Fig. 1: run 1, power grid
The bar under the picture is 20 µm long. Pins as bars on the die edge.
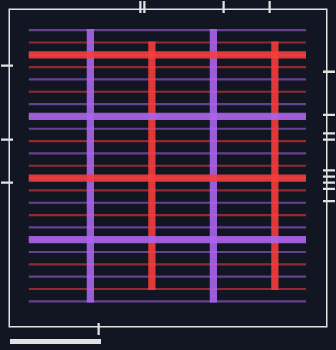
Fig. 2: run 1, placed cells, one colour a class
Fill, decap, tap and diode cells in grey.
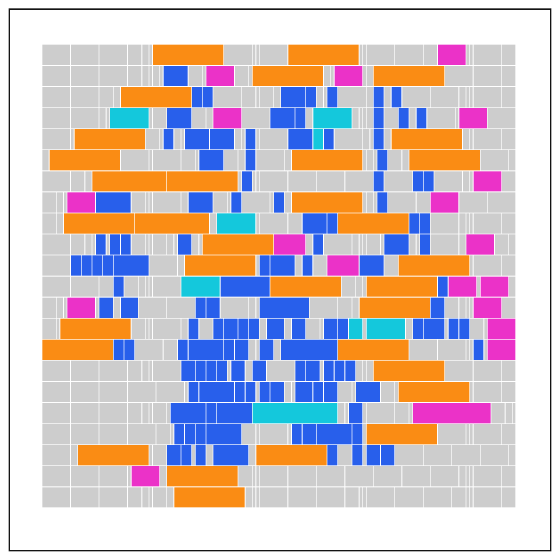
Fig. 3: run 1, clock network drawn from the DEF
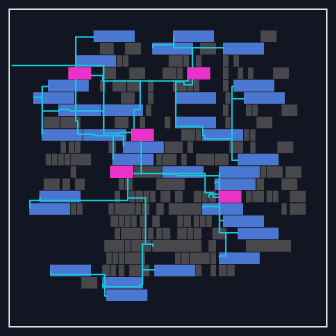
Fig. 4: run 1, wiring by layer
The bar under the picture is 20 µm long. Two of the layers only.
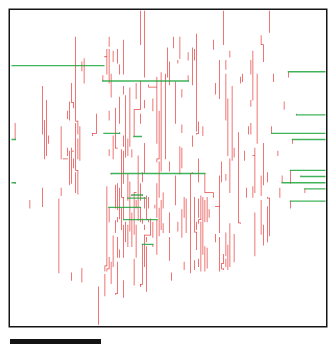
File: src/rtl/uart_rx.sv
// 8N1 UART receiver: 16x-oversampled start detection, mid-bit sampling,
// and a ready/ack handshake carrying sticky framing and overrun status.
`timescale 1ns/1ps
module uart_rx #(
    parameter int DATA_BITS  = 8,
    parameter int OVERSAMPLE = 16,
    parameter int CNT_W      = 4
) (
    input  logic                 clk,
    input  logic                 reset,
    input  logic                 rx_baud_clk,
    input  logic                 rxd,
    output logic [DATA_BITS-1:0] rx_data,
    output logic                 rx_ready,
    input  logic                 rx_ack,
    output logic                 framing_err,
    output logic                 overrun_err,
    output logic                 rx_busy
);

    localparam int BIT_W = (DATA_BITS > 1) ? $clog2(DATA_BITS) : 1;
    localparam logic [CNT_W-1:0] CNT_HALF = CNT_W'(OVERSAMPLE / 2 - 1);
    localparam logic [CNT_W-1:0] CNT_LAST = CNT_W'(OVERSAMPLE - 1);
    localparam logic [BIT_W-1:0] BIT_LAST = BIT_W'(DATA_BITS - 1);

    typedef enum logic [1:0] {IDLE, START, DATA, STOP} state_t;

    state_t               state, state_n;
    logic                 rxd_m, rxd_s;
    logic                 baud_q, tick;
    logic [CNT_W-1:0]     cnt, cnt_n;
    logic [BIT_W-1:0]     bit_idx, bit_idx_n;
    logic [DATA_BITS-1:0] shreg, shreg_n;
    logic                 done;

    assign tick = rx_baud_clk & ~baud_q;

    always_ff @(posedge clk or posedge reset) begin
        if (reset) begin
            rxd_m       <= 1'b1;
            rxd_s       <= 1'b1;
            baud_q      <= 1'b0;
            state       <= IDLE;
            cnt         <= '0;
            bit_idx     <= '0;
            shreg       <= '0;
            rx_busy     <= 1'b0;
            rx_data     <= '0;
            rx_ready    <= 1'b0;
            framing_err <= 1'b0;
            overrun_err <= 1'b0;
        end else begin
            rxd_m   <= rxd;
            rxd_s   <= rxd_m;
            baud_q  <= rx_baud_clk;
            state   <= state_n;
            cnt     <= cnt_n;
            bit_idx <= bit_idx_n;
            shreg   <= shreg_n;
            rx_busy <= (state_n != IDLE);
            // A completing frame takes priority over a coincident ack.
            if (done) begin
                rx_data     <= shreg;
                rx_ready    <= 1'b1;
                framing_err <= ~rxd_s | (framing_err & ~rx_ack);
                overrun_err <= (rx_ready | overrun_err) & ~rx_ack;
            end else if (rx_ack) begin
                rx_ready    <= 1'b0;
                framing_err <= 1'b0;
                overrun_err <= 1'b0;
            end
        end
    end

    always_comb begin
        state_n   = state;
        cnt_n     = cnt;
        bit_idx_n = bit_idx;
        shreg_n   = shreg;
        done      = 1'b0;
        if (tick) begin
            unique case (state)
                IDLE: begin
                    if (!rxd_s) begin
                        state_n = START;
                        cnt_n   = '0;
                    end
                end
                START: begin
                    if (cnt == CNT_HALF) begin
                        cnt_n     = '0;
                        bit_idx_n = '0;
                        state_n   = rxd_s ? IDLE : DATA;
                    end else begin
                        cnt_n = cnt + 1'b1;
                    end
                end
                DATA: begin
                    if (cnt == CNT_LAST) begin
                        shreg_n   = {rxd_s, shreg[DATA_BITS-1:1]};
                        cnt_n     = '0;
                        bit_idx_n = bit_idx + 1'b1;
                        if (bit_idx == BIT_LAST) state_n = STOP;
                    end else begin
                        cnt_n = cnt + 1'b1;
                    end
                end
                STOP: begin
                    if (cnt == CNT_LAST) begin
                        done    = 1'b1;
                        cnt_n   = '0;
                        state_n = IDLE;
                    end else begin
                        cnt_n = cnt + 1'b1;
                    end
                end
                default: state_n = IDLE;
            endcase
        end
    end

endmodule

File: config.mk
export PLATFORM = sky130hd
export DESIGN_NAME = uart_rx
export DESIGN_NICKNAME = d
export VERILOG_FILES = /design/src/rtl/uart_rx.sv
export SDC_FILE = /design/constraint.sdc
export NUM_CORES = 1
export LEC_CHECK = 0
export ABC_AREA = 1
export CORE_MARGIN = 4
export CORE_UTILIZATION = 40
export CTS_CLUSTER_DIAMETER = 40
export DETAILED_ROUTE_END_ITERATION = 8
export GPL_TIMING_DRIVEN = 0
export MAX_ROUTING_LAYER = met4
export SYNTH_ARGS = -nofsm -noshare
export SYNTH_HDL_FRONTEND = slang
export SYNTH_SLANG_ARGS = --single-unit
File: constraint.sdc
create_clock -name clk -period 2.45 [get_ports clk]
set_input_delay 0.6125 -clock clk [delete_from_list [all_inputs] [get_ports clk]]
set_output_delay 0.6125 -clock clk [all_outputs]
set_load 0.02 [all_outputs]
==> writeup.txt, run 1 <==
The flow ran to the end, and the final reports show no timing, DRC or antenna violations. In this run the most critical hold path is launched from rxd_m. Per the gpl log, the routability congestion estimate is 0.857. The number of nets in the synthesized netlist is 172. Counting distinct cell types in the post-synthesis netlist gives 21. Multi-input combinational cells in the finished layout were counted as 104. The report lists the cells along the critical path as clkdlybuf4s50_1.

The critical path maximum fanout is 2. The share of post-route cells with drive strength above 1 came out at 17.9%. The number of tap cells inserted came out at 48.

The largest clock skew in the final design came out at 0.00897 ns. For this run, the number of Yosys warnings is 0. Class of the tightest hold or removal check: reg -> reg.

After synthesis, the largest family of logic cells by area is simple AND/OR/NAND/NOR gates. In the layout the commonest cells are nand2_1 (48), dfrtp_1 (30), inv_1 (20). With the OpenROAD warning count at 30, the final HPWL from detailed placement is 2.00 mm. The floorplan core density was 41.6%; the number of sequential storage elements was 32. Type of element launching the critical path: a flop. The worst hold path was traced through 0 stages. TritonCTS built the clock tree. For the sequential standard cell area, the log shows 803 µm². H-tree depth reported by CTS: 2. Initial antenna violation count: 0. The run gives 0 for the number of diodes added for antenna fixing.

The number of cells in the yosys synthesis report was 159. The run gives 220 µW as the power of the combinational group. Per the synthesis report, the adder-cell share of the synthesized area is 6.57%.

The floorplan step defined a die boundary enclosing 4860 µm². The clock network accounts for 37.7% of the total power. The sequential power reported by the tool is 598 µW. The detail route stage leaves a number of antenna-violating nets equal to 0. The mapped cell area was 1520 µm²; the buffer and inverter count on the worst path was 1. With the total negative setup slack at 0 ns, the worst path required time is 1.84 ns. STA shows the worst min-delay path finishing at rxd_s. For this run, the slowest stage of the critical path takes 0.60 ns.

The layout report lists the multi-input gate area as 619 µm². The power report attributes to the sequential group a share of 45.6%. Clock tree synthesis inserted a total of 5 buffers. For reference, the most critical setup path is categorized as reg -> out. The clock passes through at most 2 buffers. After the last flow step, the layout net total stands at 196. The via count of the first global-routing pass came out at 1108.

The clock tree has to reach 32 sinks. The most used flip-flop cell after synthesis is dfrtp_1. The global-route wire length before repair was 4.95 mm. The switching share of total power works out to 27.2%.

The non-clock buffer count in the final layout is 19, and the number of hold buffers added after CTS is 0. The internal power of the cells totals 955 µW. The total count of hold-check failures in the final report was 0. The layout has 331 filler cells. The compound-gate portion of the synthesized area came out at 11.2%. The flow reports that combinational logic draws 16.8% of the design power. The run reported a max-capacitance violation count of 0. Among cell families on the critical path, the largest total delay comes from buffers and inverters. Among all stages on the critical path, the largest delay is contributed by clkdlybuf4s50_1.

Synthesis produced a netlist whose cell count is 159. Clock transition at the registers of the reported paths: 0.07 ns. Max-slew check failures listed in the final report amount to 0. The number of buffer cells added on primary ports was 16. The fraction of synthesis flops using an asynchronous set or reset pin was 100%. Entering global routing, the biggest net connects 33 pins. Summing the areas of all and, or, nand and nor instances in the mapped netlist gives 22.2% of the synthesized area. The final number of setup-violating endpoints was 0; the synthesis-to-layout area growth was 23.3%.

The synthesis run shows multiplexers occupying 0% of the cell area. The setup slack of the worst register-to-register path is 0.94 ns. The number of detailed-route iterations in the first pass was 4; the number of gates given a new drive strength after cts was 0. Area reported by Yosys stat: 1520 µm². Per the detailed-route log, wirelength across all metal layers totals 2.67 mm. Count of flip-flops with a built-in enable after synthesis: 0. The worst register-to-register path begins at state[0]. For this run, the register share of the synthesized area comes to 52.7%.

In this run, the number of DRC markers left after iteration 0 of detailed routing was 41. The run gives 21 for the number of ordinary inverters in the final layout. The worst-case headroom to the max-slew limit came out at 55.1%.

STA classifies the critical path endpoint as an output pin. The via density per instance was 4.67. The xor/xnor cell area share of the yosys netlist was 0.575%; the standard cell area after detailed placement was 1740 µm². The leading power group is sequential cells. The depth of the most critical reg-to-reg path is 10.

During I/O placement, the number of pins put on the boundary was 17. The highest clock frequency the design can meet came out at 0.542 GHz. Per the CTS log, the root buffer master is clkbuf_8. The power density over cell area works out to 698 nW/µm². The end of the worst register-to-register path was rx_busy.

The final power report lists total power as 1310 µW. Of all the cell area in the finished design, the clock network holds 5.73%. The script extracted a total leakage power of 0.000964 µW.

Summed over all layers, the global routing overflow is 0. The share of cell area taken by flip-flops and latches is 42.7%. After layout, the minimum clock period comes to 1.85 ns. Setup repair after global routing left no endpoint under its margin. The fraction of final cell area spent on non-clock buffers in this run is 11.2%. Yosys reported a register bit count of 32. The data arrival time reported for the critical path is 1.23 ns.

A synthesized cell averages 9.58 µm². Per the area breakdown, the dominant cell category is sequential cells.
About Fig. 1:
[purple] VSS
[red] VDD
rows: 22
met5 straps: 4
signal pins: 17
met4 straps: 4
core region area: 3660 µm²
Die Ht: 69.7 µm
worst vdd ir: 334 µV
Die Span X: 69.7 µm

About Fig. 2:
[cyan] clock drivers and dummy loads | cells: 8 | share of their area: 5.9%
[magenta] other buffers and delay cells | cells: 19 | share of their area: 12%
[blue] combinational and other logic | cells: 125 | share of their area: 38%
[orange] flops | cells: 32 | share of their area: 44%
final design area excluding fillers: 1880 µm²
row cnt: 22

About Fig. 3:
[magenta] clock drivers | count: 5
[blue] flip-flops | count: 32
[cyan] clock wires | length: 417 µm
flops lie: widely spread
routed clock nets: 6
power in the clock group: 494 µW
clk latency late pin: 0.28 ns

About Fig. 4:
[green] metal 3 | wire length: 156 µm
[red] metal 2 | wire length: 1210 µm
final routed wire length divided by cell count: 11.5 µm
number of vias in the routed layout: 1083
total routing usage reported by global routing: 13.1%

[run 1: metrics by stage]
step / hold WS [ns] / worst slack (ns) / util, % / std cells
finish: 0.357 / 0.604 / 51.3 / 232
global route: 0.361 / 0.539 / 51.3 / 232
CTS: 0.360 / 0.587 / 50.6 / 231
detailed placement: 0.350 / 0.339 / 47.6 / 223
floorplan: 0.345 / 1.06 / - / 159
global placement: 0.348 / 0.406 / 47.6 / 223
[run 1: cell usage after synthesis, types with 2 or more instances]
| master | instances | area share [%] |
|---|---|---|
| a21oi_1 | 2 | 0.66 |
| a21oi_2 | 3 | 1.7 |
| buf_6 | 2 | 1.5 |
| dfrtp_1 | 30 | 49 |
| dfstp_2 | 2 | 3.4 |
| ha_1 | 8 | 6.6 |
| inv_1 | 20 | 4.9 |
| nand2_1 | 48 | 12 |
| nand2_2 | 2 | 0.82 |
| nand3_1 | 9 | 3.0 |
| nand3_4 | 2 | 2.3 |
| nor2_1 | 6 | 1.5 |
| o21ai_0 | 8 | 2.6 |
| o21ai_2 | 10 | 5.7 |
[run 1: routing by layer]
| metal | routed length, µm | part of all wire (%) | GRT usage (%) | vias up |
|---|---|---|---|---|
| met4 | 33 | 1.2 | 4.26 | 0 |
| met5 | 0 | 0 | - | - |
| met1 | 1270 | 48 | 15.7 | 502 |
| met2 | 1210 | 45 | 20.1 | 27 |
| li1 | - | - | - | 548 |
| met3 | 156 | 5.8 | 5.22 | 6 |
[run 1: worst max path at each step]
stage | from | endpoint | cells past startpoint
after floorplan | rx_baud_clk | shreg[2] | 6
after global placement | reset | shreg[3] | 2
after detailed placement | reset | rx_data[5] | 2
after CTS | rx_data[3] | rx_data[3] | 1
after global routing | rx_data[0] | rx_data[0] | 1
final | rx_data[1] | rx_data[1] | 1
--- run 2 (diff from run 1) ---
==> constraint.sdc (replaced) <==
create_clock -name clk -period 1.6 [get_ports clk]
set_input_delay 0.4 -clock clk [delete_from_list [all_inputs] [get_ports clk]]
set_output_delay 0.4 -clock clk [all_outputs]
set_load 0.02 [all_outputs]
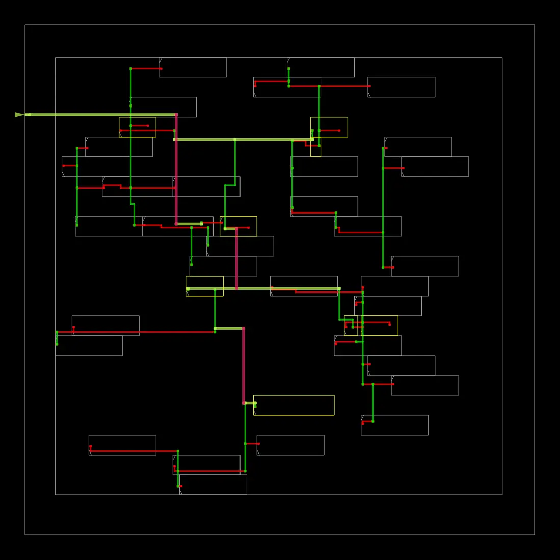
Fig. 5. Clock nets (run 2).
worst-case clock skew: 0.00884 ns
total number of clock tree sinks: 32
power in the clock group: 757 µW
number of clock-tree buffers in the layout: 6
Seq Cell Count: 32

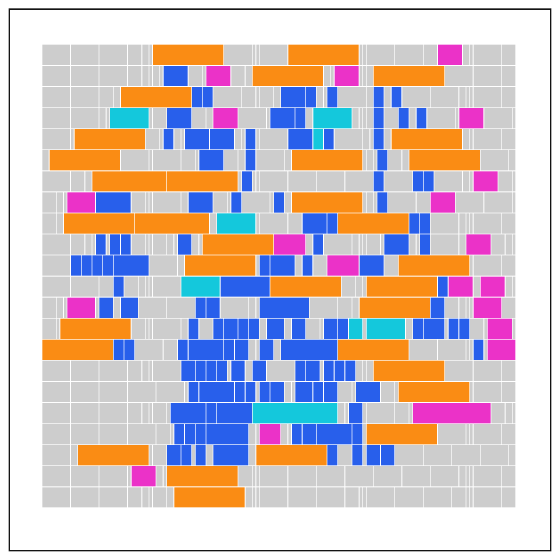
Fig. 6. Placed cells, one colour a class (run 2).
Fill, decap, tap and diode cells in grey.
[magenta] other buffers and delay cells | cells: 20 | share of their area: 11%
[cyan] clock drivers and dummy loads | cells: 8 | share of their area: 5.9%
[orange] flops | cells: 32 | share of their area: 44%
[blue] combinational and other logic | cells: 125 | share of their area: 39%
flip-flop and latch share of the layout cell area: 42.9%
Util after Layout: 51.2%
final design area excluding fillers: 1870 µm²

==> run 2 against run 1 <==
Effect of this change:
- first-iteration DRC count stayed put
- largest cell class unchanged
- sequential share of layout area increased by 0.11 points
- clock skew about the same
- power grew 54%
- register-to-register slack worse by 0.79 ns
- via count grew 0.65%
- flip-flop count did not move
- final area down 0.27%
- non-clock buffer count increased by 1
- core utilization fell by 0.14 points
==> writeup.txt, run 2 <==
The run gives 0.28 ns as the insertion delay of the later-clocked pin in the worst-skew pair. The top cell type in the final layout, fill and taps aside, is nand2_1. Synthesis handed over a netlist of 159 instances. The final period demand of the worst path was 1.49 ns. The first detailed-routing pass took 4 iterations. In this build the clock could be raised as far as 0.672 GHz. Per the synth log, the flip-flop and latch total comes to 32. When the netlist entered floorplanning its net count stood at 172. The cell repeated most along the worst path is nand2_1. Per the STA report, the cell with the highest stage delay on the worst path is clkdlybuf4s50_1. According to the timing report, the data required time at the worst endpoint equals 1.77 ns. Once detail routing completed, the nets flagged for antenna violations numbered 0.

The dominant register cell in the synthesized netlist is dfrtp_1. The power density over cell area came out at 1080 nW/µm². STA classifies the critical path endpoint as a flop. Sorting the synthesized cells by area gives the leading types as dfrtp_1 (49%), nand2_1 (12%), ha_1 (6.6%), o21ai_2 (5.7%), inv_1 (4.9%). Setup repair after global routing left no endpoint under its margin. The run gives 22 as the site row count.

The cell type that accounts for the most area after synthesis is dfrtp_1. Once placement completed, the tool counted placed cells totaling 223. With the standard cell area after detailed placement at 1740 µm², the share of Yosys cell area claimed by the top area cell type is 49.3%. OpenROAD emitted warnings numbering 30. The count of flip-flops with a built-in enable after synthesis was 0; the largest net degree at the start of global routing was 33. The number of violations reported at the end of detailed-routing iteration 0 came out at 41. The flow ran to the end, and the final reports show no timing, DRC or antenna violations. After synthesis, the most frequently instantiated cells are nand2_1 (48), dfrtp_1 (30), inv_1 (20), o21ai_2 (10), nand3_1 (9).

The vertical die size is 69.7 µm. The run gives 2020 µW for the total power of the final layout. The detailed router placed 1090 vias in this run. Walking the worst path, the cells encountered are clkdlybuf4s50_1 > nand2_1 > inv_1 > nand3_4 > buf_6 > nand2_1 > o21ai_2.

Reported max-cap violation count: 0. The run gives 0 as the max-slew violation count. Per the placement log, port buffering inserted 16 buffers. The type of element launching the critical path was an input port. VDD sags by at most 512 µV. With the buffer and inverter count on the worst path at 3, the via density per instance is 4.68.

The critical path in this run is classified as in -> reg. 17 I/O pins were placed. Global routing finished with a remaining overflow of 0. Total CTS buffers: 5.

Per the finish-stage timing summary, setup violations number 0. The number of nets at the end of the flow was 197. Counting the warning lines in the Yosys log gives 0. Per the run report, area growth between synthesis and finish was 23.0%. The clock transition at the registers of the reported paths is 0.06 ns. Per the OpenROAD floorplan log, the width of the die is 69.7 µm.

According to the floorplan report, the placeable core area is 3660 µm². The timing report attributes the biggest portion of critical-path delay to buffers and inverters. The post-CTS hold buffer count recorded in the log is 0. Across all checked pins, the minimum headroom to the slew limit is 55.1%. With the transition time of the tightest slew-check pin at 0.673 ns, the all-layer global routing usage is 13.1%. The H-tree depth reported by CTS was 2; the total negative setup slack was 0 ns. The share of post-route cells with drive strength above 1 works out to 19.5%. In this run the worst hold path is classified as reg -> reg.

The initial antenna violation count was 0. The largest registers in the layout are rx_data (8), shreg (8), cnt (4). Per the detail_route report, routed wire per instance is 11.5 µm.

The tools report the final routed wirelength across all metal layers as 2.68 mm. The final critical path takes up 93.0% of the cycle. Post-place setup slack: -0.298 ns. The final timing report lists a hold violation count of 0.

In the routed design, unresolved DRC markers number 0. The stat command in Yosys gives a chip area of 1520 µm². The run gives 1.66 ns as the data arrival time of the critical path. CTS placed an instance of clkbuf_8 at the clock tree root. Per the CTS log, the buffer count on the longest clock path is 2. Via count of the first global-routing pass: 1111. The full die area was 4860 µm²; the maximum fanout along the worst path was 10. The most repeated cell in the gate-level netlist after synthesis was nand2_1. The critical path's largest stage delay was 0.48 ns.

The run gives 1520 µm² for the mapped cell area. The library cells used most frequently in the layout, excluding fill and tap cells, are nand2_1 (48), dfrtp_1 (30), inv_1 (19). TritonCTS built the clock tree. Register area share after synthesis: 52.7%. The first global-routing pass estimated 4.96 mm of wire. The final weighted congestion of routability-driven global placement was 0.857; the final HPWL from detailed placement was 2.00 mm. Per the synthesis report, the number of distinct cell types is 21. The hold slack is 0.357 ns. The average instance in the mapped netlist occupies 9.58 µm². The final antenna diode tally reported by the flow is 0. In the floorplan report the effective utilization is 41.6%.

The static leakage is 0.00102 µW, and the count of placed standard cells in the final layout, fillers left out is 233. Per the synth stats, the proportion of register bits with asynchronous set or reset is 100%. Per the Yosys statistics, synthesis produced 159 cells.

The worst-case setup margin in the final layout is 0.112 ns.
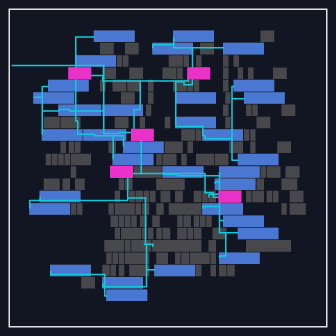
Fig. 7. Clock network drawn from the DEF (run 2).
[magenta] clock drivers | count: 5
[cyan] clock wires | length: 416 µm
[blue] flip-flops | count: 32
routed clock nets: 6
Clk pwr share: 37.4%

run 2: cell type report:
| type | count | area [µm²] |
|---|---|---|
| clock inverters | 2 | 35.0 |
| fillers | 340 | 1790 |
| repair buffers | 18 | 180 |
| flip-flops and latches | 32 | 803 |
| multi-input cells | 104 | 622 |
| plain buffers | 2 | 22.5 |
| well taps | 48 | 60.1 |
| clock buffers | 6 | 72.6 |
| inverters | 21 | 78.8 |
run 2: report_power, final:
| part | internal (µW) | switching (µW) |
|---|---|---|
| sequential | 868 | 47.8 |
| clock | 462 | 295 |
| combinational | 140 | 211 |
run 2: kinds of logic (layout without fill, tap and decap cells):
| family | after synthesis | in the layout | share of synthesized area, % |
|---|---|---|---|
| buffers and inverters | 23 | 49 | 6.65 |
| AOI/OAI and AO/OA | 24 | 24 | 11.2 |
| and+or+nand+nor | 71 | 71 | 22.2 |
| xor gates and xnor gates | 1 | 1 | 0.575 |
| DFF | 32 | 32 | 52.7 |
| adders and majority gates | 8 | 8 | 6.57 |
run 2: worst paths after layout:
check / slack (ns) / depth (start not counted) / to / start
worst max-delay path: 0.11 / 7 / shreg[4] / rx_baud_clk
worst min-delay path: 0.36 / 0 / rxd_s / rxd_m
worst max register to register: 0.15 / 7 / shreg[4] / cnt[0]
worst min register to register: 0.36 / 0 / rxd_s / rxd_m
max in group asynchronous: 0.48 / 3 / rxd_m / reset
min in group asynchronous: 0.52 / 2 / rx_data[7] / reset
run 2: metal layers:
metal	wire length [µm]	vias to the layer above	share of wire, %	global-route usage, %
met5	0	-	0	-
met4	33	0	1.2	4.26
met3	169	6	6.3	5.36
met2	1210	32	45	20.1
met1	1270	503	47	15.7
li1	-	549	-	-
run 2: timing repair:
action,4_1_cts,5_1_grt
setup endpoints to repair,12,5
resized,12,2
setup buffers,0,1
--- run 3 (diff from run 2) ---
--- a/config.mk
+++ b/config.mk
@@ -11,6 +11,7 @@
 export CTS_CLUSTER_DIAMETER = 40
 export DETAILED_ROUTE_END_ITERATION = 8
 export GPL_TIMING_DRIVEN = 0
+export HOLD_SLACK_MARGIN = 0.08
 export MAX_ROUTING_LAYER = met4
 export SYNTH_ARGS = -nofsm -noshare
 export SYNTH_HDL_FRONTEND = slang
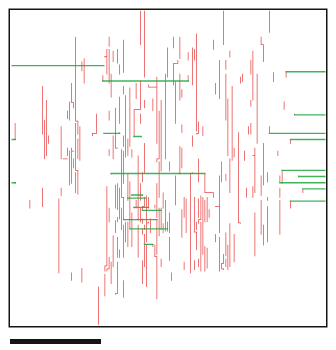
Fig. 8. Wiring by layer (run 3).
The bar under the picture is 20 µm long. Two of the layers only.
[red] metal 2 | wire length: 1210 µm
[green] metal 3 | wire length: 170 µm
number of vias in the routed layout: 1090
routed wire length: 2.68 mm
total routing usage reported by global routing: 13.1%
final routed wire length divided by cell count: 11.5 µm

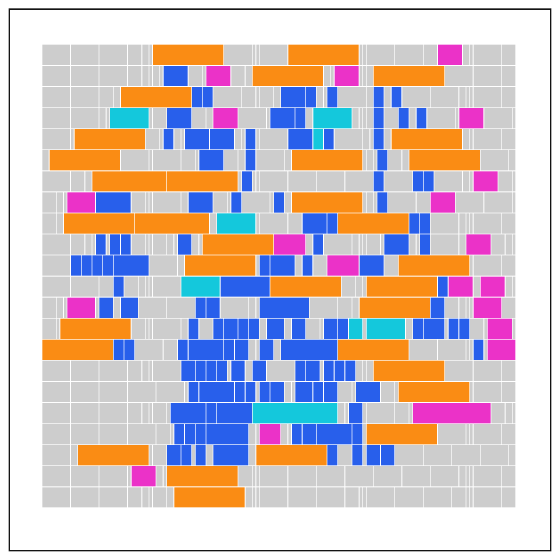
Fig. 9. Placed cells, one colour a class (run 3).
Fill, decap, tap and diode cells in grey.
[magenta] other buffers and delay cells | cells: 20 | share of their area: 11%
[orange] flops | cells: 32 | share of their area: 44%
[cyan] clock drivers and dummy loads | cells: 8 | share of their area: 5.9%
[blue] combinational and other logic | cells: 125 | share of their area: 39%

==> run 3 against run 2 <==
Effect of this change:
- synthesized cell count unchanged
- global-route usage stayed put
- via count unchanged
- sequential power about the same
- flip-flop count unchanged
- critical path type unchanged
- largest power group unchanged
==> writeup.txt, run 3 <==
The flow ran to the end, and the final reports show no timing, DRC or antenna violations. The worst setup path is launched from an input port. The final layout reports a setup TNS of 0 ns. Yosys reports that the most numerous cell types are nand2_1 (48), dfrtp_1 (30), inv_1 (20), o21ai_2 (10), nand3_1 (9).

The endpoint class of the critical path is a flop. For this design the top-level I/O count stands at 17. The synthesis report lists the Yosys warning total as 0. The tool flagged a number of max-cap violations equal to 0. After detailed routing, the number of remaining DRC violations is 0. The tools report the standard cell core area as 3660 µm². The standard cell area after detailed placement is 1740 µm². The kind of cell adding the most delay to the critical path is buffers and inverters. Full die area: 4860 µm².

Dividing total power by cell area gives a power density of 1080 nW/µm². Subtracting the final worst setup slack from the clock period gives 1.49 ns. The run gives 803 µm² for the sequential standard cell area. Counting both buffers and inverters, the worst setup path holds a total of 3.

Data arrival time of the critical path: 1.66 ns. The most common cell in the synthesized netlist is nand2_1. Global routing used 5.36% of the available met3 tracks. The met2 capacity usage during global routing was 20.1%; the final HPWL from detailed placement was 2.00 mm. The number of warnings reported in the stage logs is 30.

In the final layout, the multi-input gates occupy 622 µm². Endpoints failing hold in the final report were tallied at 0. The average footprint of a synthesized cell was 9.58 µm²; the number of nets at the end of the flow was 197. Per the OpenROAD floorplan log, the height of the die is 69.7 µm. Leaving out fill and tap cells, the most frequent cells in the layout are nand2_1 (48), dfrtp_1 (30), inv_1 (19). Of the available clock period, the critical path in the final layout requires 93.0%. In this run, post-CTS repair resized a total of 12 instances. The critical path maximum fanout is 10. The layout summary lists the proportion of cells stronger than drive strength 1 as 19.5%.

The count of fill cells added during filler insertion came out at 340. Across all register-to-register paths, the minimum setup slack is 0.15 ns. On the reported timing paths, the clock transition at the registers reads 0.06 ns.

The cell at the root of the clock tree is clkbuf_8. The post-synthesis cell type with the largest combined area is dfrtp_1. Busiest metal layer after global routing: met2.

As logged by OpenROAD, the buffers inserted on ports number 16. The area recorded from the Yosys report for this design is 1520 µm². Cell repeated most along the worst path: nand2_1. Via count of the first global-routing pass: 1111. Routing resource usage on met1 recorded by global route was 15.7%.

The signal on the critical path passes through clkdlybuf4s50_1 > nand2_1 > inv_1 > nand3_4 > buf_6 > nand2_1 > o21ai_2. The largest single stage delay on the critical path is 0.48 ns. Via density per instance: 4.68.

The initial antenna violation count is 0, and the die width is 69.7 µm. The largest registers in the layout are rx_data (8), shreg (8), cnt (4). The worst-case headroom to the max-slew limit came out at 55.1%. Once detail routing completed, the nets flagged for antenna violations numbered 0. Once layout is done, the placed cells without fillers occupy 1870 µm². Per the Yosys statistics, synthesis produced 159 cells. Summed over all cells, the static leakage comes to 0.00102 µW. The fraction of synthesis flops using an asynchronous set or reset pin is 100%.

The logs give 2 for the maximum buffer depth of the clock tree and 0.28 ns for the insertion delay of the later-clocked pin in the worst-skew pair. The total CTS buffers is 5, and the number of cells produced by synthesis is 159. Summed over all layers, the global routing overflow is 0.

Leaving out fill and tap cells, the most frequent cell in the layout is nand2_1. In this run the core area contains 22 standard-cell rows. For the pin with the worst max-slew slack, the measured transition is 0.673 ns. The main area contributors are dfrtp_1 (49%), nand2_1 (12%), ha_1 (6.6%), o21ai_2 (5.7%), inv_1 (4.9%).

Setup repair after global routing left no endpoint under its margin. The net count after synthesis is 172. After layout, the setup clock skew is reported as 0.00884 ns.

Post-CTS repair timing setup buffer count: 0. Before placement the cells fill 41.6% of the core. The run gives 52.7% for the register area share after synthesis.

Looking at the cell usage after synthesis, the top flip-flop cell is dfrtp_1. TritonCTS built the clock tree. The count of flip-flops with a built-in enable after synthesis was 0.

Start-to-end type of the worst setup path: in -> reg. The class of the tightest hold or removal check was reg -> reg. The flow reports an fmax of 0.672 GHz. The timing report shows that the slowest cell on the worst path is clkdlybuf4s50_1.

The last timing report of the flow puts the setup violation total at 0. The share of synthesized area in the top cell type comes to 49.3%. Max-slew check failures listed in the final report amount to 0. The first global-routing pass estimated 4.96 mm of wire. The logs give 33 for the largest net degree at the start of global routing and 0.857 for the final weighted congestion of routability-driven global placement. Number of synthesized register bits: 32. Number of diodes added for antenna fixing: 0.

The run gives 1520 µm² as the mapped cell area. The unique cell type count in the Yosys netlist is 21, and the number of violations reported at the end of detailed-routing iteration 0 is 41. According to the report, the first pass of detailed routing completed in 4 iterations. The data required time reported for the critical path is 1.77 ns. Buffers inserted to repair hold after CTS numbered 0.

The H-tree depth reported by CTS came out at 2. The CTS sink count was 32. The synthesis-to-layout area growth is 23.0%.
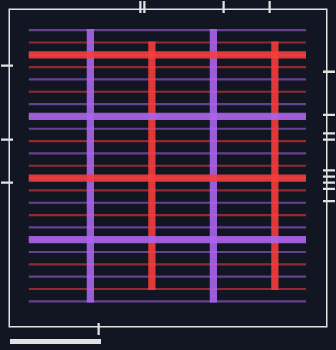
Fig. 10. Power grid (run 3).
The bar under the picture is 20 µm long. Pins as bars on the die edge.
[purple] VSS
[red] VDD
met4 straps: 4
met1 rails: 23
worst vdd ir: 512 µV

run 3: cell counts in the layout (fill, tap and decap cells not counted):
Identical to the previous run, type by type.
run 3: cell type report:
cell class / instances / area share, %
flip-flops and latches: 32 / 42.9
multi-input cells: 104 / 33.2
repair buffers: 18 / 9.61
inverters: 21 / 4.21
clock buffers: 6 / 3.87
well taps: 48 / 3.20
clock inverters: 2 / 1.87
plain buffers: 2 / 1.20
run 3: path summary, 6_finish.rpt:
kind,startpoint,to,depth (start not counted)
worst min register to register,rxd_m,rxd_s,0
max in group asynchronous,reset,rxd_m,3
worst min-delay path,rxd_m,rxd_s,0
worst max register to register,cnt[0],shreg[4],7
worst max-delay path,rx_baud_clk,shreg[4],7
min in group asynchronous,reset,rx_data[7],2
run 3: through the flow:
stage                     hold WS (ns)  util [%]  instances  total power [µW]  setup slack, ns
after floorplan                  0.345         -        159              1160            0.277
after global placement           0.348      47.6        223              1250           -0.231
after detailed placement         0.350      47.6        223              1260           -0.298
after CTS                        0.360      50.2        231              2010           0.0108
after global routing             0.361      51.2        233              2150          0.00268
final                            0.357      51.2        233              2020            0.112
run 3: layer usage:
layer | up-vias | part of all wire, %
li1 | 549 | -
met1 | 503 | 47
met2 | 32 | 45
met3 | 6 | 6.3
met4 | 0 | 1.2
met5 | - | 0
run 3: cell families (layout without fill, tap and decap cells):
family	Yosys count	after routing	share of synthesized area, %
xor gates and xnor gates	1	1	0.575
buffers and inverters	23	49	6.65
AOI/OAI and AO/OA	24	24	11.2
DFF	32	32	52.7
and+or+nand+nor	71	71	22.2
adders and majority gates	8	8	6.57
run 3: power breakdown:
part | switching, µW | internal [µW] | total [µW]
registers | 47.8 | 868 | 915
clock network | 295 | 462 | 757
logic | 211 | 140 | 351
Power and IR drop assume default switching activity.
